### Routing congestion map

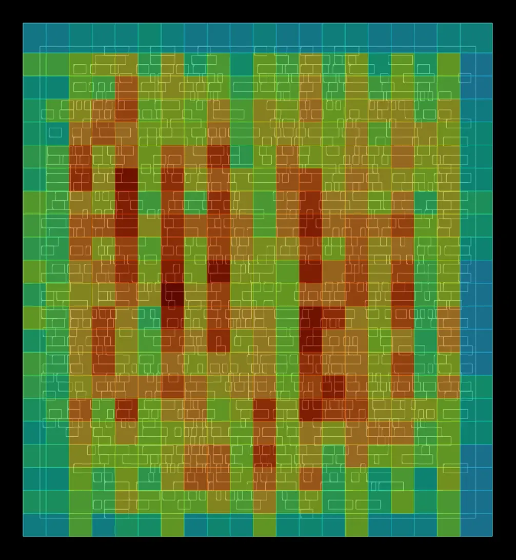
### Zoomed window

Scale bar: 5 um. Region (96, 105) to (116, 125) um. Cells in grey, sequential cells in the stronger grey; small squares are vias.
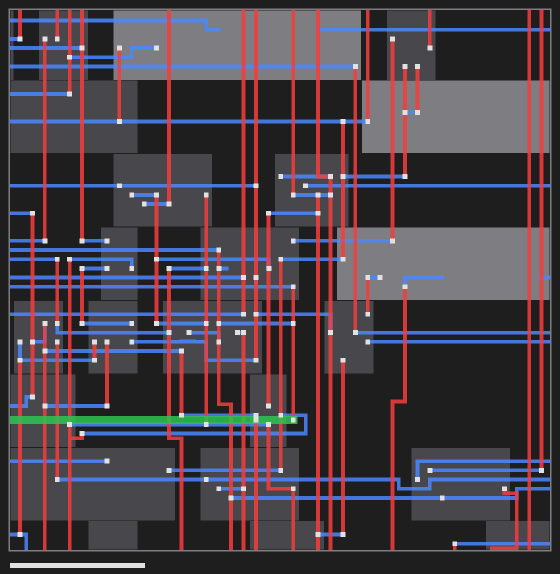
### Routed metal per tile

28 x 31 tiles, from white (low) to dark blue (high), scaled to the fullest tile. Values are wire area over tile area, all layers added.
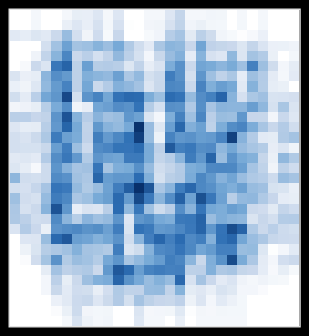
### Metal layers overlaid

Scale bar: 50 um. Two of the layers only.
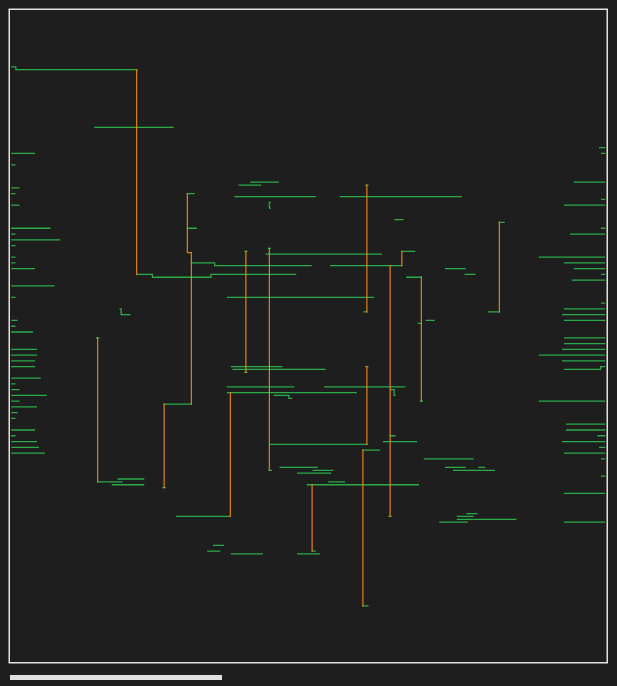
### Metal 1

Scale bar: 50 um. Cells faint in the background.
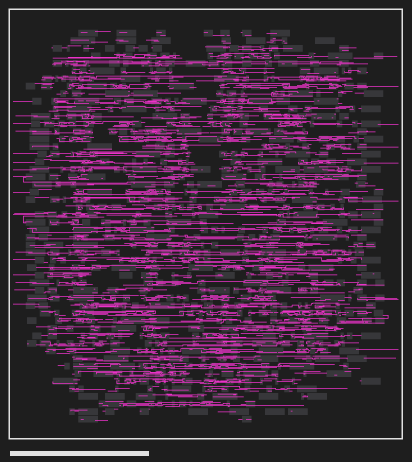
--- src/rtl/des_key_schedule.sv ---
// -----------------------------------------------------------------------------
// des_key_schedule
//
// Generates the DES round subkeys for one 64-bit key, one subkey per accepted
// handshake on the sk_* stream. Encrypt mode issues rounds 1..ROUNDS in order;
// decrypt mode issues them in reverse order. The decrypt start point is
// reached with a single rotation that is computed at elaboration.
//
// Parameters
//   ROUNDS     number of subkeys per key (1..16)
//   SHIFT_MAP  bit i = 1 -> round i+1 rotates left by 1, else by 2
//
// Ports
//   clk        clock, all state changes on the rising edge
//   rst        asynchronous active-high reset
//   key        64-bit DES key, key[63] is DES bit 1
//   key_valid  key/decrypt valid this cycle
//   key_ready  block is idle and can take a key
//   decrypt    sampled with key, 1 = reverse subkey order
//   abort      synchronous cancel, wins over any simultaneous handshake
//   sk         48-bit round subkey, sk[47] is PC-2 output bit 1
//   sk_valid   sk / sk_round / sk_last are valid
//   sk_ready   consumer takes sk this cycle
//   sk_round   round number minus 1
//   sk_last    final subkey of the current key
//   parity_err (only with DES_KEY_PARITY_CHECK_EN) one-cycle pulse when a
//              key with an even-parity byte is offered
//
// Optional feature: define DES_KEY_PARITY_CHECK_EN to reject keys whose bytes
// are not all odd parity. Without it the parity bits are simply ignored.
// -----------------------------------------------------------------------------
module des_key_schedule #(
    parameter int          ROUNDS    = 16,
    parameter logic [15:0] SHIFT_MAP = 16'h8103
) (
    input  logic        clk,
    input  logic        rst,
    input  logic [63:0] key,
    input  logic        key_valid,
    output logic        key_ready,
    input  logic        decrypt,
    input  logic        abort,
    output logic [47:0] sk,
    output logic        sk_valid,
    input  logic        sk_ready,
    output logic [3:0]  sk_round,
    output logic        sk_last
`ifdef DES_KEY_PARITY_CHECK_EN
    ,
    output logic        parity_err
`endif
);

    typedef enum logic {
        ST_IDLE = 1'b0,
        ST_RUN  = 1'b1
    } state_t;

    // Permuted choice tables, 1-based DES bit numbers.
    localparam logic [6:0] PC1_TAB [0:55] = '{
        7'd57, 7'd49, 7'd41, 7'd33, 7'd25, 7'd17, 7'd9,
        7'd1,  7'd58, 7'd50, 7'd42, 7'd34, 7'd26, 7'd18,
        7'd10, 7'd2,  7'd59, 7'd51, 7'd43, 7'd35, 7'd27,
        7'd19, 7'd11, 7'd3,  7'd60, 7'd52, 7'd44, 7'd36,
        7'd63, 7'd55, 7'd47, 7'd39, 7'd31, 7'd23, 7'd15,
        7'd7,  7'd62, 7'd54, 7'd46, 7'd38, 7'd30, 7'd22,
        7'd14, 7'd6,  7'd61, 7'd53, 7'd45, 7'd37, 7'd29,
        7'd21, 7'd13, 7'd5,  7'd28, 7'd20, 7'd12, 7'd4
    };

    localparam logic [5:0] PC2_TAB [0:47] = '{
        6'd14, 6'd17, 6'd11, 6'd24, 6'd1,  6'd5,
        6'd3,  6'd28, 6'd15, 6'd6,  6'd21, 6'd10,
        6'd23, 6'd19, 6'd12, 6'd4,  6'd26, 6'd8,
        6'd16, 6'd7,  6'd27, 6'd20, 6'd13, 6'd2,
        6'd41, 6'd52, 6'd31, 6'd37, 6'd47, 6'd55,
        6'd30, 6'd40, 6'd51, 6'd45, 6'd33, 6'd48,
        6'd44, 6'd49, 6'd39, 6'd56, 6'd34, 6'd53,
        6'd46, 6'd42, 6'd50, 6'd36, 6'd29, 6'd32
    };

    // PC-1: DES bit n lives at key[64-n]; output bit 1 lands in [55].
    function automatic logic [55:0] pc1_perm(input logic [63:0] k);
        logic [55:0] r;
        logic [5:0]  src;
        r = 56'd0;
        for (int i = 0; i < 56; i++) begin
            src       = 6'(7'd64 - PC1_TAB[i]);
            r[55 - i] = k[src];
        end
        return r;
    endfunction

    // PC-2 over the concatenated {C, D}; C bit 1 is cd[55].
    function automatic logic [47:0] pc2_perm(input logic [27:0] c, input logic [27:0] d);
        logic [55:0] cd;
        logic [47:0] r;
        logic [5:0]  src;
        cd = {c, d};
        r  = 48'd0;
        for (int i = 0; i < 48; i++) begin
            src       = 6'd56 - PC2_TAB[i];
            r[47 - i] = cd[src];
        end
        return r;
    endfunction

    // Rotations of a 28-bit half; the doubled copy makes the wrap free.
    function automatic logic [27:0] rotl28(input logic [27:0] x, input logic [4:0] n);
        logic [55:0] t;
        t = {x, x} << n;
        return t[55:28];
    endfunction

    function automatic logic [27:0] rotr28(input logic [27:0] x, input logic [4:0] n);
        logic [55:0] t;
        t = {x, x} >> n;
        return t[27:0];
    endfunction

    // Rotation amount of the round with zero-based index r.
    function automatic logic [4:0] shift_amt(input logic [3:0] r);
        logic [4:0] a;
        if (SHIFT_MAP[r]) begin
            a = 5'd1;
        end else begin
            a = 5'd2;
        end
        return a;
    endfunction

    // Total rotation of rounds 1..ROUNDS, reduced modulo the half width.
    function automatic int cum_rot();
        int s;
        s = 0;
        for (int i = 0; i < ROUNDS; i++) begin
            s = s + (SHIFT_MAP[i] ? 1 : 2);
        end
        return s % 28;
    endfunction

`ifdef DES_KEY_PARITY_CHECK_EN
    // Each key byte must carry odd parity.
    function automatic logic key_parity_ok(input logic [63:0] k);
        logic ok;
        ok = 1'b1;
        for (int b = 0; b < 8; b++) begin
            ok = ok & (^k[8*b +: 8]);
        end
        return ok;
    endfunction
`endif

    localparam logic [4:0] DEC_ROT  = 5'(cum_rot());
    localparam logic [3:0] LAST_IDX = 4'(ROUNDS - 1);

    state_t      state_q, state_d;
    logic [27:0] c_q, c_d;
    logic [27:0] d_q, d_d;
    logic [3:0]  idx_q, idx_d;
    logic        dec_q, dec_d;
`ifdef DES_KEY_PARITY_CHECK_EN
    logic        perr_q, perr_d;
`endif

    logic [55:0] pc1_s;
    logic        key_ok_s;
    logic        run_s;
    logic        last_s;

    // Status decode shared by the next-state logic and the outputs.
    always_comb begin
        run_s = (state_q == ST_RUN);
        if (dec_q) begin
            last_s = (idx_q == 4'd0);
        end else begin
            last_s = (idx_q == LAST_IDX);
        end
        pc1_s = pc1_perm(key);
`ifdef DES_KEY_PARITY_CHECK_EN
        key_ok_s = key_parity_ok(key);
`else
        key_ok_s = 1'b1;
`endif
    end

    // Next-state logic: key load, round advance, completion and abort.
    always_comb begin
        state_d = state_q;
        c_d     = c_q;
        d_d     = d_q;
        idx_d   = idx_q;
        dec_d   = dec_q;
`ifdef DES_KEY_PARITY_CHECK_EN
        perr_d  = 1'b0;
`endif
        if (abort) begin
            // Abort wins over a key accept or a subkey accept on this edge.
            state_d = ST_IDLE;
            c_d     = 28'd0;
            d_d     = 28'd0;
            idx_d   = 4'd0;
            dec_d   = 1'b0;
        end else begin
            case (state_q)
                ST_IDLE: begin
                    if (key_valid && key_ok_s) begin
                        state_d = ST_RUN;
                        dec_d   = decrypt;
                        if (decrypt) begin
                            // Jump straight to C_R/D_R, then walk backwards.
                            c_d   = rotl28(pc1_s[55:28], DEC_ROT);
                            d_d   = rotl28(pc1_s[27:0], DEC_ROT);
                            idx_d = LAST_IDX;
                        end else begin
                            c_d   = rotl28(pc1_s[55:28], shift_amt(4'd0));
                            d_d   = rotl28(pc1_s[27:0], shift_amt(4'd0));
                            idx_d = 4'd0;
                        end
                    end else if (key_valid) begin
                        // Offered key failed the parity check: stay idle.
`ifdef DES_KEY_PARITY_CHECK_EN
                        perr_d  = 1'b1;
`endif
                        state_d = ST_IDLE;
                    end else begin
                        state_d = ST_IDLE;
                    end
                end
                ST_RUN: begin
                    if (sk_ready && last_s) begin
                        state_d = ST_IDLE;
                        c_d     = 28'd0;
                        d_d     = 28'd0;
                        idx_d   = 4'd0;
                        dec_d   = 1'b0;
                    end else if (sk_ready && dec_q) begin
                        // Undo the current round's rotation.
                        idx_d = idx_q - 4'd1;
                        c_d   = rotr28(c_q, shift_amt(idx_q));
                        d_d   = rotr28(d_q, shift_amt(idx_q));
                    end else if (sk_ready) begin
                        // Apply the next round's rotation.
                        idx_d = idx_q + 4'd1;
                        c_d   = rotl28(c_q, shift_amt(idx_q + 4'd1));
                        d_d   = rotl28(d_q, shift_amt(idx_q + 4'd1));
                    end else begin
                        state_d = ST_RUN;
                    end
                end
                default: begin
                    state_d = ST_IDLE;
                    c_d     = 28'd0;
                    d_d     = 28'd0;
                    idx_d   = 4'd0;
                    dec_d   = 1'b0;
                end
            endcase
        end
    end

    // State registers with asynchronous reset.
    always_ff @(posedge clk or posedge rst) begin
        if (rst) begin
            state_q <= ST_IDLE;
            c_q     <= 28'd0;
            d_q     <= 28'd0;
            idx_q   <= 4'd0;
            dec_q   <= 1'b0;
`ifdef DES_KEY_PARITY_CHECK_EN
            perr_q  <= 1'b0;
`endif
        end else begin
            state_q <= state_d;
            c_q     <= c_d;
            d_q     <= d_d;
            idx_q   <= idx_d;
            dec_q   <= dec_d;
`ifdef DES_KEY_PARITY_CHECK_EN
            perr_q  <= perr_d;
`endif
        end
    end

    // Outputs decoded from registers only; forced to zero while idle.
    always_comb begin
        key_ready = ~run_s;
        sk_valid  = run_s;
        if (run_s) begin
            sk       = pc2_perm(c_q, d_q);
            sk_round = idx_q;
            sk_last  = last_s;
        end else begin
            sk       = 48'd0;
            sk_round = 4'd0;
            sk_last  = 1'b0;
        end
    end

`ifdef DES_KEY_PARITY_CHECK_EN
    assign parity_err = perr_q;
`endif

endmodule
--- config.mk ---
export PLATFORM = sky130hd
export DESIGN_NAME = des_key_schedule
export DESIGN_NICKNAME = d
export VERILOG_FILES = /design/src/rtl/des_key_schedule.sv
export SDC_FILE = /design/constraint.sdc
export NUM_CORES = 1
export LEC_CHECK = 0
export ABC_AREA = 0
export CAP_MARGIN = 20
export CELL_PAD_IN_SITES_DETAIL_PLACEMENT = 1
export CELL_PAD_IN_SITES_GLOBAL_PLACEMENT = 2
export CORE_ASPECT_RATIO = 1.1
export CORE_MARGIN = 5
export CORE_UTILIZATION = 31
export DETAILED_ROUTE_END_ITERATION = 10
export PLACE_DENSITY_LB_ADDON = 0.1
export SYNTH_ARGS = -nofsm -noshare
export SYNTH_HDL_FRONTEND = slang
export SYNTH_SLANG_ARGS = --single-unit
--- constraint.sdc ---
create_clock -name clk -period 2.8 [get_ports clk]
set_input_delay 0.56 -clock clk [delete_from_list [all_inputs] [get_ports clk]]
set_output_delay 0.56 -clock clk [all_outputs]
set_load 0.05 [all_outputs]
==> reports/qor.txt <==
status: complete, no violations
fill cell count: 2,128
startpoint of the lowest-slack register-to-register path: idx_q[0]
MUX share of area: 0.2242
critical path buffer and inverter count: 2
element type at the critical path start: flop
stage delay of the slowest cell on the critical path: 0.71 ns
Final Hold Fails: 0
total negative setup slack: 0 ns
number of nets at floorplan: 758
Logic pwr share: 0.424
pin count of the biggest net entering global routing: 58
data arrival time at the worst-slack endpoint: 2.83 ns
global-route wire length before repair: 38,770 um
proportion of layout cells with a drive suffix above 1: 0.2007
length in cells of the worst reg-to-reg path: 8
H-tree depth reported by CTS: 3
warning total across the stage logs: 37
setup bufs post-CTS: 0
Area growth, synth to finish: 43.07%
Post-synth seq share: 0.2661
Chip Height: 153.8 um
Max Cap Violations: 0
number of buffer cells added on primary ports: 116
Post-DRT Antenna Nets: 0
Dominant flop cell: dfrtp_1
antenna violations before repair: 0
switching power: 0.001486 W
total of endpoints with negative setup slack in the final report: 0
number of standard cells reported by yosys: 684
XOR/XNOR share of the synthesized area: 0.003004
path category of the worst min-delay check: in2async
post-synth design cell area: 0.005831 sq mm
Clk pin slew, worst setup/hold paths: 0.06 ns
number of cell rows: 52
highest metal layer with signal wires: met4
ant diodes: 0
router iterations before antenna repair: 5
final routed DRC violation total: 0
Core ar.: 0.01848 sq mm
element type at the critical path end: flop
Peak VDD IR: 285.5 uV
actual slew at the worst max-slew pin: 0.8706 ns
fa+ha+maj area frac: 0.008584
cell count after synthesis: 684
number of synthesized register bits: 62
Leak: 3.448 nW
fraction of power consumed by sequential logic: 0.289
smallest hold slack: 0.4224 ns
time the final worst path needs with I/O delays and setup: 2.611 ns
yosys-reported design area after synthesis: 0.005831 sq mm
Notes on 'Routing congestion map' above:
share of the core filled with cells: 0.4514
busiest layer in global routing: met2

Notes on 'Zoomed window' above:
M3: shown in green. M1: shown in blue. M2: shown in red.
Netlist names of flops here include `c_q` (3). 19 logic cells have their middle in the window. Sequential cells in the window: 3. Most frequent: mux2i_1 (4), o21ai_1 (3), dfrtp_1 (3).

Notes on 'Routed metal per tile' above:
The fullest tile reaches 0.53. The densest ninth of the die: centre. 10% of the tiles are nearly empty. The mean over all tiles is 0.17. 26% of the tiles are over half the peak.
via count of the routed design: 6,121
total track usage: 0.2222
WL final: 24,210 um
routed len/inst: 23.05 um

Notes on 'Metal layers overlaid' above:
M3: shown in green, wire length 957 um. M4: shown in orange, wire length 476 um.

Notes on 'Metal 1' above:
The longest straight run is 46.9 um. The layer holds 43% of the routed length.
met1 usage: 0.2809

-- final cells by class --
class                           instances  area, sq um  area share
Timing Repair Buffer                  167         2190      0.2625
Inverter                               10        37.54    0.004500
Sequential cell                        62         1551      0.1860
Clock inverter                          3        17.52    0.002100
Tap cell                              243        304.0     0.03645
Clock buffer                           13        270.3     0.03240
Multi-Input combinational cell        552         3971      0.4761
-- worst max-delay path by stage --
stage          slack (ns)       to  cells past startpoint  startpoint
3_5_place_dp         0.16  d_q[17]                      9    idx_q[0]
4_1_cts              0.13  d_q[17]                      9    idx_q[0]
6_report             0.19   c_q[3]                      8    idx_q[0]
3_3_place_gp         0.25   c_q[3]                      8    idx_q[0]
2_1_floorplan        0.08  sk_last                      3    sk_valid
5_1_grt              0.06  d_q[13]                      9    idx_q[0]
-- cells in the mapped netlist, types with 6 or more instances --
library cell  instances  area, sq um
a211oi_1             14        105.1
a21oi_1              42        210.2
a221o_1              12        120.1
a221oi_1              6        52.55
a22oi_1              23        172.7
and2_1               61        381.6
buf_2                19        95.09
clkbuf_1             36        135.1
dfrtp_1              62         1551
inv_1                10        37.54
mux2_2               28        315.3
mux2i_1              98        980.9
nand2_1              28        105.1
nand3_1               7        35.03
nor2_1               65        244.0
nor3_1               33        165.2
o21ai_0              17        85.08
o21ai_1               8        40.04
o221ai_1             34        297.8
o31ai_1              15        112.6
-- cell families (layout without fill, tap and decap cells) --
group	Yosys count	count (layout)
DFF	62	62
muxes	127	127
adders and majority gates	4	4
xor gates and xnor gates	2	2
and+or+nand+nor	215	215
buffers and inverters	70	193
AOI/OAI and AO/OA	204	204
-- power groups by stage --
stage,registers [W],logic [W],clock network (W)
after global placement,0.00113,0.00159,0
final,0.00111,0.00163,0.00110
after global routing,0.00113,0.00174,0.00116
after detailed placement,0.00113,0.00161,0
after floorplan,0.00107,0.000985,0
after CTS,0.00111,0.00162,0.00112
-- state kept, by name (all words and copies together), names as in the netlist --
register and cells:
c_q 28, d_q 28, dec_q 1, idx_q 4, sk_valid 1
-- metal layers --
layer / up-vias / track usage
li1: 2840 / -
met1: 3064 / 0.2809
met2: 183 / 0.3937
met3: 34 / 0.02734
met4: 0 / 0.06830
met5: - / 0
-- placed cells by master, fill, tap and decap left out, drive strengths merged, types with 23 or more instances in the layout --
master         count
a21oi             42
a22oi             23
and2              61
buf              107
clkdlybuf4s50     60
dfrtp             62
mux2              29
mux2i             98
nand2             28
nor2              65
nor3              35
o21ai             26
o221ai            34
-- metrics by stage --
step                      worst slack (ns)  area (sq um)  power [W]  utilization
after floorplan                    0.08466          5831   0.002054            -
after global placement              0.2546          8031   0.002711       0.4347
after detailed placement            0.1588          8031   0.002740       0.4347
after CTS                           0.1321          8319   0.003857       0.4502
after global routing               0.05968          8342   0.004032       0.4514
final                               0.1890          8342   0.003851       0.4514
Power is estimated from default activity; no workload was simulated.
